--- src/rtl/aes_decrypt_sequencer.sv ---
// Moore control FSM sequencing the iterative AES-128 inverse cipher datapath.
// Flow: IDLE > KEYEXP > LOAD > ARK(10) > 9 x {ISR, ISB, ARK, IMC x4} > ISR, ISB, ARK(0) > WB > DONE.
module aes_decrypt_sequencer #(
  parameter int KEY_EXP_CYCLES = 10,
  parameter int SBOX_LAT       = 1
) (
  input  logic       CLK,
  input  logic       RESET,
  input  logic       AES_START,
  output logic       AES_DONE,
  output logic       BUSY,
  output logic       KEYEXP_EN,
  output logic       LD_STATE,
  output logic [1:0] STATE_SEL,
  output logic       SUB_SEL,
  output logic [3:0] ROUND_KEY_IDX,
  output logic [1:0] IMC_WORD,
  output logic       LD_DEC_MSG
);

  typedef enum logic [3:0] {
    S_IDLE, S_KEYEXP, S_LOAD, S_ARK, S_ISR, S_ISB, S_IMC, S_WB, S_DONE
  } state_t;

  localparam logic [7:0] KEY_LAST  = 8'(KEY_EXP_CYCLES - 1);
  localparam logic [7:0] SBOX_LAST = 8'(SBOX_LAT - 1);

  state_t     state, state_n;
  logic [3:0] rc, rc_n;
  logic [7:0] cc, cc_n;
  logic [1:0] word, word_n;

  always_ff @(posedge CLK or posedge RESET) begin
    if (RESET) begin
      state <= S_IDLE;
      rc    <= '0;
      cc    <= '0;
      word  <= '0;
    end else begin
      state <= state_n;
      rc    <= rc_n;
      cc    <= cc_n;
      word  <= word_n;
    end
  end

  always_comb begin
    state_n       = state;
    rc_n          = rc;
    cc_n          = cc;
    word_n        = word;
    AES_DONE      = 1'b0;
    KEYEXP_EN     = 1'b0;
    LD_STATE      = 1'b0;
    STATE_SEL     = 2'd0;
    SUB_SEL       = 1'b0;
    ROUND_KEY_IDX = 4'd0;
    IMC_WORD      = 2'd0;
    LD_DEC_MSG    = 1'b0;
    BUSY          = (state != S_IDLE) && (state != S_DONE);

    case (state)
      S_IDLE: begin
        if (AES_START) begin
          state_n = S_KEYEXP;
          cc_n    = 8'd0;
        end
      end
      S_KEYEXP: begin
        KEYEXP_EN = 1'b1;
        if (cc == KEY_LAST) state_n = S_LOAD;
        else                cc_n    = cc + 8'd1;
      end
      S_LOAD: begin
        LD_STATE = 1'b1;
        state_n  = S_ARK;
        rc_n     = 4'd10;
      end
      S_ARK: begin
        LD_STATE      = 1'b1;
        STATE_SEL     = 2'd1;
        ROUND_KEY_IDX = rc;
        // Round 10 has no InvMixColumns; round 0 ends the pass before any decrement.
        if (rc == 4'd10) begin
          state_n = S_ISR;
          rc_n    = 4'd9;
        end else if (rc == 4'd0) begin
          state_n = S_WB;
        end else begin
          state_n = S_IMC;
          word_n  = 2'd0;
        end
      end
      S_ISR: begin
        LD_STATE  = 1'b1;
        STATE_SEL = 2'd2;
        state_n   = S_ISB;
        cc_n      = 8'd0;
      end
      S_ISB: begin
        STATE_SEL = 2'd2;
        SUB_SEL   = 1'b1;
        if (cc == SBOX_LAST) begin
          LD_STATE = 1'b1;
          state_n  = S_ARK;
        end else begin
          cc_n = cc + 8'd1;
        end
      end
      S_IMC: begin
        LD_STATE  = 1'b1;
        STATE_SEL = 2'd3;
        IMC_WORD  = word;
        word_n    = word + 2'd1;
        if (word == 2'd3) begin
          state_n = S_ISR;
          rc_n    = rc - 4'd1;
        end
      end
      S_WB: begin
        LD_DEC_MSG = 1'b1;
        state_n    = S_DONE;
      end
      S_DONE: begin
        AES_DONE = 1'b1;
        if (!AES_START) state_n = S_IDLE;
      end
      default: state_n = S_IDLE;
    endcase

    // A dropped start aborts any active pass, including the final ARK.
    if (BUSY && !AES_START) state_n = S_IDLE;
  end

endmodule

--- config.mk ---
export PLATFORM = sky130hd
export DESIGN_NAME = aes_decrypt_sequencer
export DESIGN_NICKNAME = d
export VERILOG_FILES = /design/src/rtl/aes_decrypt_sequencer.sv
export SDC_FILE = /design/constraint.sdc
export NUM_CORES = 1
export LEC_CHECK = 0
export ABC_CLOCK_PERIOD_IN_PS = 1950
export CELL_PAD_IN_SITES_DETAIL_PLACEMENT = 2
export CELL_PAD_IN_SITES_GLOBAL_PLACEMENT = 2
export CORE_MARGIN = 2
export CORE_UTILIZATION = 33
export CTS_CLUSTER_SIZE = 12
export DETAILED_ROUTE_END_ITERATION = 8
export PLACE_DENSITY_LB_ADDON = 0.05
export RECOVER_POWER = 50
export SETUP_SLACK_MARGIN = 0.05
export SLEW_MARGIN = 10
export SYNTH_ARGS = -nofsm -noshare
export SYNTH_HDL_FRONTEND = slang
export SYNTH_SLANG_ARGS = --single-unit
export TNS_END_PERCENT = 1
--- constraint.sdc ---
create_clock -name CLK -period 1.95 [get_ports CLK]
set_input_delay 0.195 -clock CLK [delete_from_list [all_inputs] [get_ports CLK]]
set_output_delay 0.195 -clock CLK [all_outputs]
set_load 0.05 [all_outputs]
==> impl_metrics.json, run 1 <==
{
  "status": "finished with violations",
  "overflow": 0,
  "final-comb-area_um2": 813,
  "r2r-end": "cc[7]",
  "critPathCapture": "LD_STATE",
  "p_total_mw": 2.08,
  "violations": "setup timing",
  "core-area_um2": 3720,
  "maxCapViolations": 0,
  "seq_area_um2": 454,
  "syn_area_per_cell_um2": 9.01,
  "wl_met3_um": 114,
  "worst_slack_ps": -330,
  "clk_transition_reported_paths_ps": 70,
  "grt_use_total_pct": 20.7,
  "period_used_pct": 117,
  "met2_wirelength_um": 2090,
  "initCoreUtil_pct": 34.7,
  "drtIter0Drc": 44,
  "grt_pass1_vias": 1380,
  "antenna_left": 0,
  "cts.sinks": 18,
  "setup_viol": 4,
  "fmax_mhz": 439
}
## run 1: kinds of logic (layout without fill, tap and decap cells)
kind of cell,after synthesis,after routing,share of synthesized area (%)
AOI/OAI and AO/OA,31,31,18.1
adders and majority gates,6,6,5.83
buffers and inverters,16,45,5.24
DFF,18,18,35.0
muxes,7,7,5.83
and+or+nand+nor,65,65,30.1
## run 1: registers in the layout, indices dropped and copies added (netlist names)
| name | count |
|---|---|
| cc | 8 |
| rc | 4 |
| state | 4 |
| word | 2 |
## run 1: power breakdown
group | switching [mW] | internal [mW]
Combinational | 0.609 | 0.534
Clock | 0.137 | 0.180
Sequential | 0.148 | 0.476
Total | 0.894 | 1.19
## run 1: worst max-delay path, cell delays in order (launching register included)
cell      delay, ps
dfrtp_1         380
or4_4           560
nor4b_4         260
nand2_1         100
a311oi_2        350
buf_12          180
## run 1: area by class of cell
class | count | area share (%)
Tap cell | 48 | 3.30
Timing Repair Buffer | 32 | 22.2
Multi-Input combinational cell | 109 | 44.7
Inverter | 9 | 1.86
Sequential cell | 18 | 24.9
Clock buffer | 4 | 3.02
## run 1: timing repair
action	in CTS	in global routing
gates resized	6	6
endpoints found under the hold margin	0	0
pin swaps	4	0
cloned	0	0
buffers inserted	2	0
setup endpoints to repair	16	23
## run 1: how the worst min path moves through the flow
stage	startpoint	endpoint	slack, ps
after floorplan	RESET	cc[0]	130
after global placement	word[1]	word[1]	510
after detailed placement	word[1]	word[1]	520
after CTS	RESET	rc[2]	270
after global routing	word[1]	word[1]	580
final	word[1]	word[1]	540
## run 1: per-layer routing
layer / vias up / global-route usage (%)
li1: 580 / -
met1: 627 / 26.8
met2: 21 / 37.4
met3: 2 / 2.70
met4: 0 / 3.06
met5: - / 0
run_1/met3.png
The bar under the picture is 20 um long. Cells faint in the background.
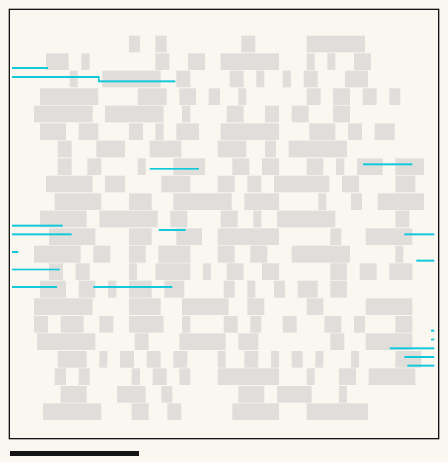
main direction: horizontal
wire length on this layer: 115 um

run_1/pins.png
The bar under the picture is 20 um long. Pins as bars across the die edge, other pins in gray.
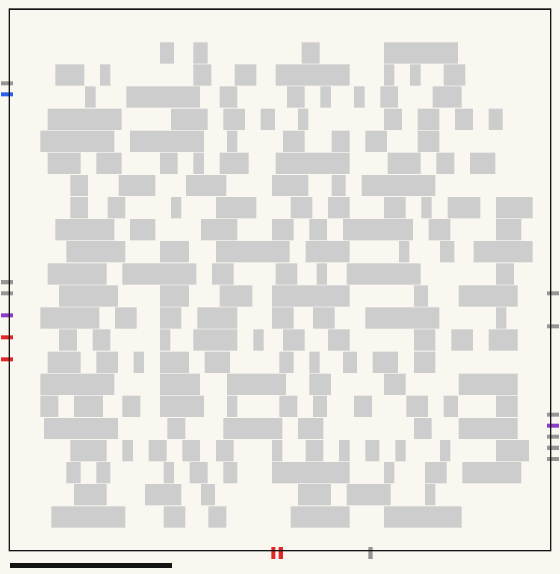
| color | port | pins | direction | edge |
|---|---|---|---|---|
| purple | STATE_SEL | 2 | output | 1 left, 1 right |
| red | ROUND_KEY_IDX | 4 | output | 2 bottom, 2 left |
| blue | CLK | 1 | input | left |
all pins by edge: 7 right, 7 left, 3 bottom

run_1/met1.png
The bar under the picture is 20 um long. Cells faint in the background.
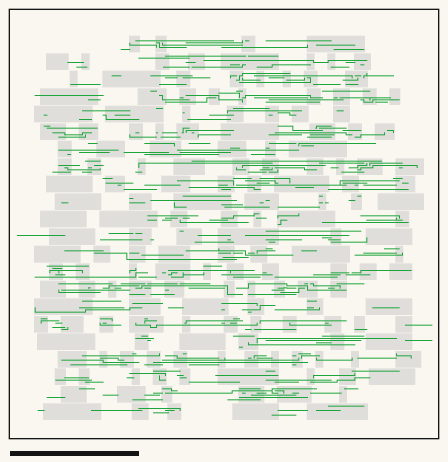
nets with wire on the layer: 157
main direction: horizontal
share of all routed wire: 46%
longest straight run: 29.4 um
wire length on this layer: 1890 um

--- run 2 (diff from run 1) ---
Settings changed: PLACE_DENSITY_LB_ADDON 0.05 to 0.1.
run_2/met1.png
The bar under the picture is 20 um long. Cells faint in the background.
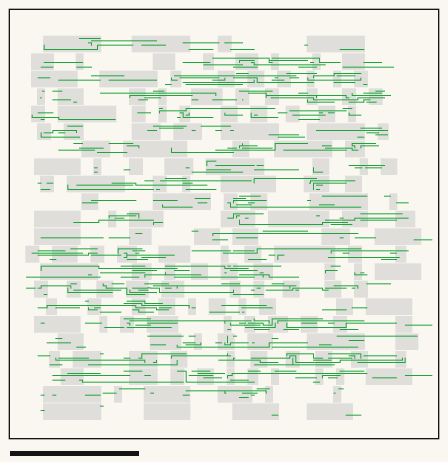
GR Util met1: 26.9%
DR vias: 1232
WL final: 4130 um

run_2/pins.png
The bar under the picture is 20 um long. Pins as bars across the die edge, other pins in gray.
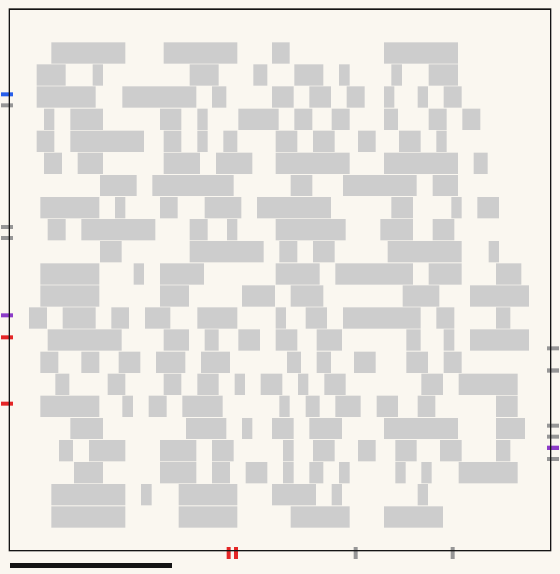
| color | port | pins | direction | edge |
|---|---|---|---|---|
| red | ROUND_KEY_IDX | 4 | output | 2 bottom, 2 left |
| blue | CLK | 1 | input | left |
| purple | STATE_SEL | 2 | output | 1 left, 1 right |

==> impl_metrics.json, run 2 <==
{
  "status": "finished with violations",
  "violations": "setup timing",
  "worst_slack_ps": -302,
  "setup_viol": 4,
  "clk_transition_reported_paths_ps": 70,
  "grt_pass1_vias": 1359,
  "seq_area_um2": 453,
  "slowest_stage": "or4_4",
  "max_stage_delay_ps": 570,
  "period_used_pct": 115,
  "antenna_left": 0,
  "final-comb-area_um2": 827,
  "overflow": 0,
  "p_total_mw": 2.12,
  "top_register": "cc",
  "largest_register_ff_count": 8,
  "maxCapViolations": 0,
  "top_regs": "cc: 8 flops, rc: 4 flops, state: 4 flops",
  "path_cells": "or4_4 -> nor4b_4 -> nand2_1 -> a311oi_2 -> buf_12",
  "cts.sinks": 18
}
run 2: where the power goes:
group / internal (mW) / total [mW] / switching (mW)
combinational: 0.543 / 1.18 / 0.640
clock: 0.180 / 0.330 / 0.150
sequential: 0.476 / 0.611 / 0.135
run 2: worst max-delay path, delay by kind of cell, from the launching register on:
kind / cells / cell delay (ps)
compound gates: 1 / 290
buf+inv: 1 / 180
flops: 1 / 390
simple gates: 3 / 940
run 2: path summary, 6_finish.rpt:
kind / start / end / slack (ps)
max: cc[5] / LD_STATE / -300
min: word[1] / word[1] / 540
max reg2reg: rc[0] / rc[1] / -10
min reg2reg: word[1] / word[1] / 540
max in group asynchronous: RESET / state[0] / 590
min in group asynchronous: RESET / rc[2] / 680
run 2: per-stage QoR:
stage	util, %	setup TNS, ps	cell area, um^2	hold WS, ps
5_1_grt	49.6	-1230	1840	567
4_1_cts	48.8	-334	1810	255
2_1_floorplan	-	-1850	1290	134
3_5_place_dp	46.5	-632	1730	515
6_report	49.6	-351	1840	541
3_3_place_gp	46.5	-329	1730	515
run 2: layer usage:
metal / share of wire, % / vias to the layer above / wire length [um] / global-route usage [%]
li1: - / 585 / - / -
met1: 44 / 618 / 1820 / 26.9
met2: 52 / 22 / 2130 / 34.8
met3: 2.4 / 7 / 99 / 2.36
met4: 1.9 / 0 / 80 / 6.89
met5: 0 / - / 0 / 0
run 2: cell families after synthesis:
kind of cell               count (synthesis)  synth area share [%]
adders and majority gates                  6                  5.83
buffers and inverters                     16                  5.24
and+or+nand+nor                           65                  30.1
DFF                                       18                  35.0
muxes                                      7                  5.83
AOI/OAI and AO/OA                         31                  18.1
run 2: layout make-up:
class	instances	share of cell area, %
clock buffer	4	2.99
multi-input combinational	109	44.8
tap	48	3.26
sequential	18	24.6
inverter	9	1.83
timing repair buffer	33	22.5
--- run 3 (diff from run 2) ---
Settings changed: CAP_MARGIN set to 20.
run_3/met2.png
The bar under the picture is 20 um long. Cells faint in the background.
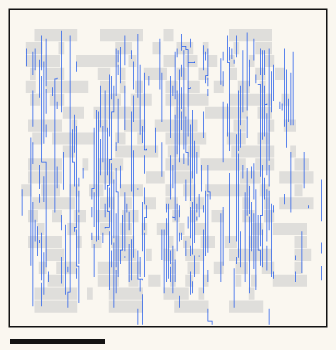
main direction: vertical
longest straight run: 53.9 um

run_3/met3.png
The bar under the picture is 20 um long. Cells faint in the background.
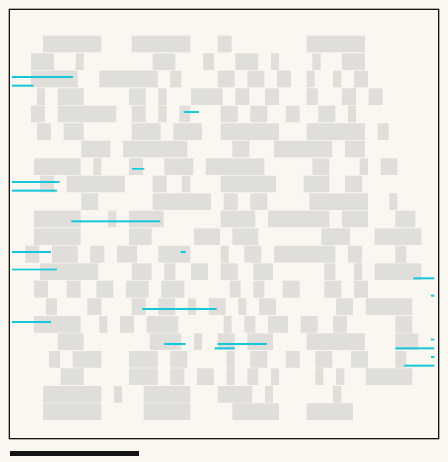
GRT met3 Usage: 2.36%

==> impl_metrics.json, run 3 <==
{
  "grt_use_total_pct": 20.5,
  "clk_transition_reported_paths_ps": 70,
  "p_leak_nw": 0.801,
  "drtIter0Drc": 35,
  "synthTopCellsByCount": "dfrtp_1, nor2_1, inv_1",
  "status": "finished with violations",
  "slew_viol_final": 0,
  "top_regs": "cc: 8 flops, rc: 4 flops, state: 4 flops",
  "rrSetupSlack_ps": -10,
  "syn_area_um2": 1290,
  "antenna_left": 0,
  "cts.sinks": 18,
  "violations": "setup timing",
  "startpoint_type": "flip-flop",
  "dr_total_vias": 1232,
  "met2_wirelength_um": 2130,
  "worst_slack_ps": -302,
  "place_area_um2": 1730,
  "top_register": "cc",
  "fmax_mhz": 444,
  "ys_cells": 143,
  "portBuffers": 16,
  "wl_met1_um": 1820,
  "initCoreUtil_pct": 34.7,
  "core-area_um2": 3720,
  "largest_register_ff_count": 8,
  "top_area_share_pct": 35.0,
  "final_area_um2": 1840,
  "hp-start": "word[1]",
  "grt_pass1_vias": 1359,
  "syn_area_per_cell_um2": 9.01,
  "ys_chip_area_um2": 1290,
  "overflow": 0,
  "dp.final_hpwl_um": 2970,
  "setup_viol": 4,
  "hold_end": "word[1]",
  "period_used_pct": 115,
  "maxCapViolations": 0,
  "r2r-end": "rc[1]",
  "rr_startpoint": "rc[0]",
  "final_cell_mix": "dfrtp_1, buf_4, nor2_1, buf_12",
  "wl_um": 4130,
  "gr-usage-met1_pct": 26.9,
  "top_layer_used": "met4",
  "p_total_mw": 2.12,
  "wl_met3_um": 99,
  "top_usage_layer": "met2",
  "hold_slack_ps": 541,
  "grt_use_met2_pct": 34.8
}
run 3: where the power goes:
part / switching [mW] / leakage [nW] / internal, mW
registers: 0.135 / 0.233 / 0.476
logic: 0.640 / 0.539 / 0.543
clock network: 0.150 / 0.0288 / 0.180
total: 0.924 / 0.801 / 1.20
run 3: worst max-delay path: stages (launching register included):
cell and delay (ps):
dfrtp_1 390, or4_4 570, nor4b_4 260, nand2_1 110
a311oi_2 290, buf_12 180
run 3: area by class of cell:
class                      count  area [um^2]
tap                           48         60.1
sequential                    18          453
multi-input combinational    109          827
clock buffer                   4         55.1
fill                         402         1870
timing repair buffer          33          415
inverter                       9         33.8
run 3: metrics by stage:
stage	setup TNS (ps)	worst slack (ps)	util, %
2_1_floorplan	-1850	-481	-
3_3_place_gp	-329	-120	46.5
3_5_place_dp	-632	-161	46.5
4_1_cts	-334	-300	48.8
5_1_grt	-1230	-372	49.6
6_report	-351	-302	49.6
run 3: cell families after synthesis:
group	share of synthesized area, %
compound gates	18.1
fa+ha+maj	5.83
buf+inv	5.24
flops	35.0
mux	5.83
simple gates	30.1
run 3: worst max path at each step:
stage	slack, ps	start	cells after the start	endpoint
6_report	-300	cc[5]	5	LD_STATE
4_1_cts	-300	cc[5]	5	LD_STATE
5_1_grt	-370	cc[5]	5	LD_STATE
3_5_place_dp	-160	cc[5]	5	LD_STATE
3_3_place_gp	-120	cc[5]	5	LD_STATE
2_1_floorplan	-480	state[3]	3	ROUND_KEY_IDX[0]
run 3: timing repair:
action,in CTS,in global routing
pin swaps,3,1
buffers inserted,1,0
gates resized,5,7
setup endpoints to repair,17,21
Power is estimated from default activity; no workload was simulated.
